===== src/rtl/scan_pkg.sv =====
// Shared types, constants and the MISR step function for the scan-state controller.
package scan_pkg;

  typedef enum logic [2:0] {
    IDLE    = 3'd0,
    SHIFT   = 3'd1,
    CAPTURE = 3'd2,
    UNLOAD  = 3'd3,
    DONE    = 3'd4
  } state_e;

  localparam int SIG_WIDTH = 8;
  localparam logic [SIG_WIDTH-1:0] MISR_POLY = 8'h1D;

  // Galois-style step: the outgoing MSB is folded with the incoming bit
  function automatic logic [SIG_WIDTH-1:0] misr_step(input logic [SIG_WIDTH-1:0] sig,
                                                     input logic din);
    logic fb;
    fb = sig[SIG_WIDTH-1] ^ din;
    return {sig[SIG_WIDTH-2:0], 1'b0} ^ (fb ? MISR_POLY : {SIG_WIDTH{1'b0}});
  endfunction

endpackage


===== src/rtl/scan_misr.sv =====
// 8-bit serial-input signature register; clear has priority over enable.
module scan_misr
  import scan_pkg::*;
(
  input  logic                 clk,
  input  logic                 rst,
  input  logic                 clr_i,
  input  logic                 en_i,
  input  logic                 data_i,
  output logic [SIG_WIDTH-1:0] sig_o
);

  logic [SIG_WIDTH-1:0] sig_q;

  // signature register
  always_ff @(posedge clk or posedge rst) begin
    if (rst) begin
      sig_q <= {SIG_WIDTH{1'b0}};
    end else if (clr_i) begin
      sig_q <= {SIG_WIDTH{1'b0}};
    end else if (en_i) begin
      sig_q <= misr_step(sig_q, data_i);
    end else begin
      sig_q <= sig_q;
    end
  end

  assign sig_o = sig_q;

endmodule


===== src/rtl/scan_state_ctrl.sv =====
// State register for a flop-free core plus a load/capture/unload scan sequencer
// whose unloaded responses are compacted into an 8-bit MISR.
module scan_state_ctrl
  import scan_pkg::*;
#(
  parameter int WIDTH = 2
) (
  input  logic                 clk,
  input  logic                 rst,
  input  logic                 test_mode,
  input  logic                 start,
  input  logic [7:0]           num_patterns,
  input  logic                 si,
  input  logic [WIDTH-1:0]     ppo,
  output logic [WIDTH-1:0]     ppi,
  output logic                 so,
  output logic                 scan_en,
  output logic                 busy,
  output logic                 done,
  output logic [SIG_WIDTH-1:0] signature
);

  localparam int BW = $clog2(WIDTH);
  localparam logic [BW-1:0] BIT_LAST = BW'(WIDTH - 1);

  state_e           state_q;
  logic [WIDTH-1:0] q_q;
  logic [BW-1:0]    bit_q;
  logic [7:0]       pat_q;
  logic [7:0]       npat_q;
  logic             scan_en_q;
  logic             busy_q;
  logic             done_q;
  logic             misr_clr_s;
  logic             misr_en_s;

  // Sequencer and state register; status outputs are registered from the next state
  always_ff @(posedge clk or posedge rst) begin
    if (rst) begin
      state_q   <= IDLE;
      q_q       <= '0;
      bit_q     <= '0;
      pat_q     <= 8'd0;
      npat_q    <= 8'd0;
      scan_en_q <= 1'b0;
      busy_q    <= 1'b0;
      done_q    <= 1'b0;
    end else if (!test_mode) begin
      state_q   <= IDLE;
      q_q       <= ppo;
      bit_q     <= '0;
      pat_q     <= 8'd0;
      scan_en_q <= 1'b0;
      busy_q    <= 1'b0;
      done_q    <= 1'b0;
    end else begin
      done_q <= 1'b0;
      case (state_q)
        IDLE: begin
          if (start) begin
            npat_q <= num_patterns;
            pat_q  <= 8'd0;
            bit_q  <= '0;
            busy_q <= 1'b1;
            if (num_patterns == 8'd0) begin
              state_q   <= DONE;
              scan_en_q <= 1'b0;
              done_q    <= 1'b1;
            end else begin
              state_q   <= SHIFT;
              scan_en_q <= 1'b1;
            end
          end else begin
            busy_q    <= 1'b0;
            scan_en_q <= 1'b0;
          end
        end
        SHIFT: begin
          q_q <= {q_q[WIDTH-2:0], si};
          if (bit_q == BIT_LAST) begin
            bit_q     <= '0;
            state_q   <= CAPTURE;
            scan_en_q <= 1'b0;
          end else begin
            bit_q <= bit_q + BW'(1);
          end
        end
        CAPTURE: begin
          q_q       <= ppo;
          pat_q     <= pat_q + 8'd1;
          scan_en_q <= 1'b1;
          state_q   <= ((pat_q + 8'd1) == npat_q) ? UNLOAD : SHIFT;
        end
        UNLOAD: begin
          q_q <= {q_q[WIDTH-2:0], 1'b0};
          if (bit_q == BIT_LAST) begin
            bit_q     <= '0;
            state_q   <= DONE;
            scan_en_q <= 1'b0;
            done_q    <= 1'b1;
          end else begin
            bit_q <= bit_q + BW'(1);
          end
        end
        DONE: begin
          state_q   <= IDLE;
          busy_q    <= 1'b0;
          scan_en_q <= 1'b0;
        end
        default: begin
          state_q   <= IDLE;
          busy_q    <= 1'b0;
          scan_en_q <= 1'b0;
        end
      endcase
    end
  end

  // The first pattern's shift-out is stale power-up state, so it is not compacted
  assign misr_clr_s = test_mode && (state_q == IDLE) && start;
  assign misr_en_s  = test_mode &&
                      (((state_q == SHIFT) && (pat_q != 8'd0)) || (state_q == UNLOAD));

  scan_misr u_misr (
    .clk    (clk),
    .rst    (rst),
    .clr_i  (misr_clr_s),
    .en_i   (misr_en_s),
    .data_i (q_q[WIDTH-1]),
    .sig_o  (signature)
  );

  assign ppi     = q_q;
  assign so      = q_q[WIDTH-1];
  assign scan_en = scan_en_q;
  assign busy    = busy_q;
  assign done    = done_q;

endmodule


===== config.mk =====
export PLATFORM = sky130hd
export DESIGN_NAME = scan_state_ctrl
export DESIGN_NICKNAME = d
export VERILOG_FILES = /design/src/rtl/scan_pkg.sv /design/src/rtl/scan_misr.sv /design/src/rtl/scan_state_ctrl.sv
export SDC_FILE = /design/constraint.sdc
export NUM_CORES = 1
export LEC_CHECK = 0
export CORE_AREA = 2 2 61 63
export DETAILED_ROUTE_END_ITERATION = 7
export DIE_AREA = 0 0 63 65
export GPL_TIMING_DRIVEN = 0
export HOLD_SLACK_MARGIN = 0.02
export PLACE_DENSITY = 0.78
export RECOVER_POWER = 50
export SYNTH_ARGS = -nofsm -noshare
export SYNTH_HDL_FRONTEND = slang
export SYNTH_SLANG_ARGS = --single-unit

===== constraint.sdc =====
create_clock -name clk -period 2.15 [get_ports clk]
set_input_delay 0.43 -clock clk [delete_from_list [all_inputs] [get_ports clk]]
set_output_delay 0.43 -clock clk [all_outputs]
set_load 0.005 [all_outputs]

**Port wiring**

Bar = 20 µm.
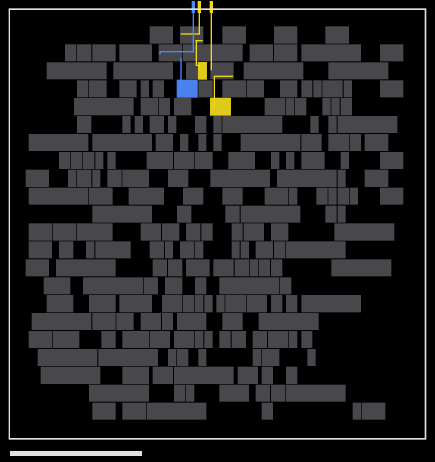
| color | port | bits | direction | edge | end cells | wire |
|---|---|---|---|---|---|---|
| blue | si | 1 | input | top | 1 | 16.3 µm |
| yellow | ppo | 2 | input | top | 2 | 28.6 µm |

**Cells colored by class**

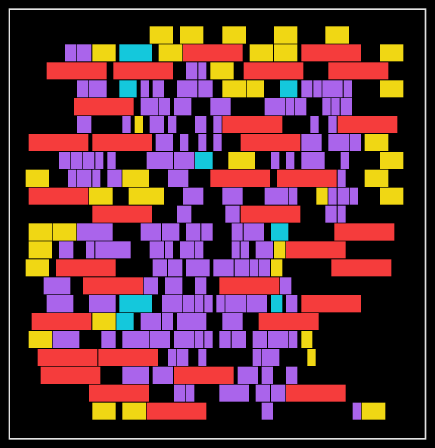
| color | class | cells | share of their area |
|---|---|---|---|
| red | flops | 33 | 39% |
| yellow | other buffers and delay cells | 38 | 17% |
| cyan | clock drivers and dummy loads | 8 | 3.3% |
| purple | combinational and other logic | 139 | 41% |

**Supply network**

Bar = 20 µm. Pins as bars on the die edge.
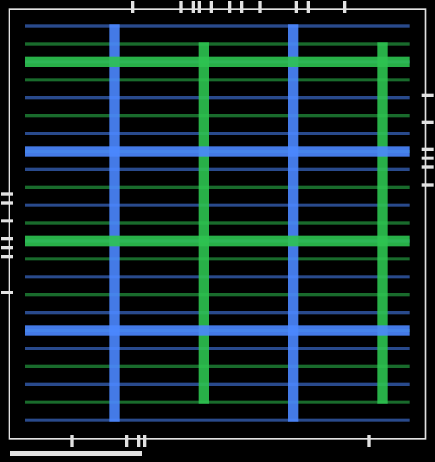
| color | net |
|---|---|
| green | VDD |
| blue | VSS |
met5 straps: 4
rows: 22
signal pins: 29

**Track usage over the die**

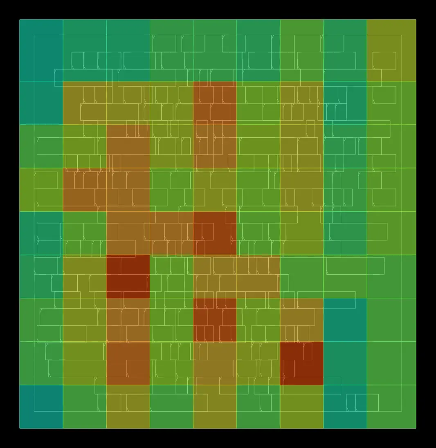
mean routed wirelength per cell: 13.47 µm
met1 Track Usage GR: 0.2396
share of the core filled with cells: 0.6224

**Cell area per tile**

Bar = 20 µm. The die is cut into 6 by 6 equal tiles; black is low, pale yellow is high, 0 to 100% covered.
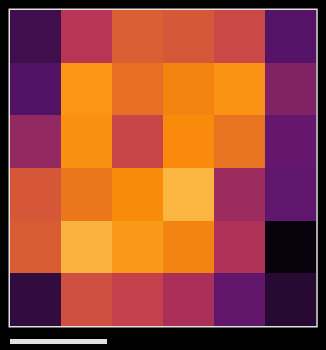
tiles over 75% full: 17%
densest ninth of the die: center
mean over tiles: 52%
nearly empty tiles: 2.8%
fullest tile: 84%
emptiest ninth of the die: lower right

==> Flow_metrics.wiki <==
== Flow metrics ==
{| class="wikitable"
! Metric !! Value
|-
| Setup repair after global routing missed its margin || false
|-
| Multi-input gate count || 131
|-
| Final hold violation count || 0
|-
| Overall Power || between 1 and 1.5 mW
|-
| Count of final max-slew check failures || 0
|-
| Pre-Repair DR Iteration Count || 4
|-
| Global-route met3 utilization || 0.05556
|-
| Launch point of the worst reg-to-reg path || state_q[0]
|-
| Detailed-route wire length on metal 1 || 1.693 mm
|-
| Instance tally after logic synthesis || between 150 and 200
|-
| Multiplexer share || 0.07239
|-
| Cell types with the highest counts after synthesis || sky130_fd_sc_hd__dfrtp_1 (33), sky130_fd_sc_hd__nand2_1 (22), sky130_fd_sc_hd__o21ai_0 (19)
|-
| Share of flip-flops with an asynchronous set or reset || 1.000
|-
| Result of the run || finished, final reports clean
|-
| Storage element area || about 830 µm²
|-
| Reg2Reg Depth || 6
|-
| Seq/Total Area, Yosys || 0.4684
|-
| Vias in the first global route || roughly 1,300
|-
| Maximum number of pins on one net before global-route repair || 34
|-
| Buffers added on ports || 28
|-
| Routed wl met3 || between 100 and 150 µm
|-
| Worst-skew pair later-pin latency || ~0.35 ns
|-
| Hold Buf Count CTS || 0
|-
| Leading cell type by number of instances after synthesis || sky130_fd_sc_hd__dfrtp_1
|-
| Sum of met2 wire segment lengths after detailed routing || around 1.7 mm
|-
| CP Buf/Inv Count || 3
|-
| Final-layout non-clock buffer area share || 0.1622
|-
| Count of tool warnings || 27
|-
| Initial Utilization || 0.5043
|-
| Final-layout clock-cell area share || 0.03220
|-
| Worst r2r dst || state_q[1]
|-
| Num tapcells || 48
|-
| Num rows || 22
|-
| Number of antenna violations at the first check in global routing || 0
|-
| Half-perimeter wire length after placement || roughly 2.5 mm
|-
| Most common logic cells in the final layout || sky130_fd_sc_hd__dfrtp_1 (33), sky130_fd_sc_hd__clkdlybuf4s50_1 (25), sky130_fd_sc_hd__nand2_1 (22)
|-
| Clock transition time at the flip-flop clock pins of the worst setup and hold paths || about 0.10 ns
|-
| Height of the die || between 60 and 70 µm
|-
| Synthesis-to-finish area growth || 23.42%
|-
| Fraction of the mapped netlist area in adder cells || 0.01419
|-
| Final worst-path cycle share || 0.8917
|}
Power and IR drop assume default switching activity.
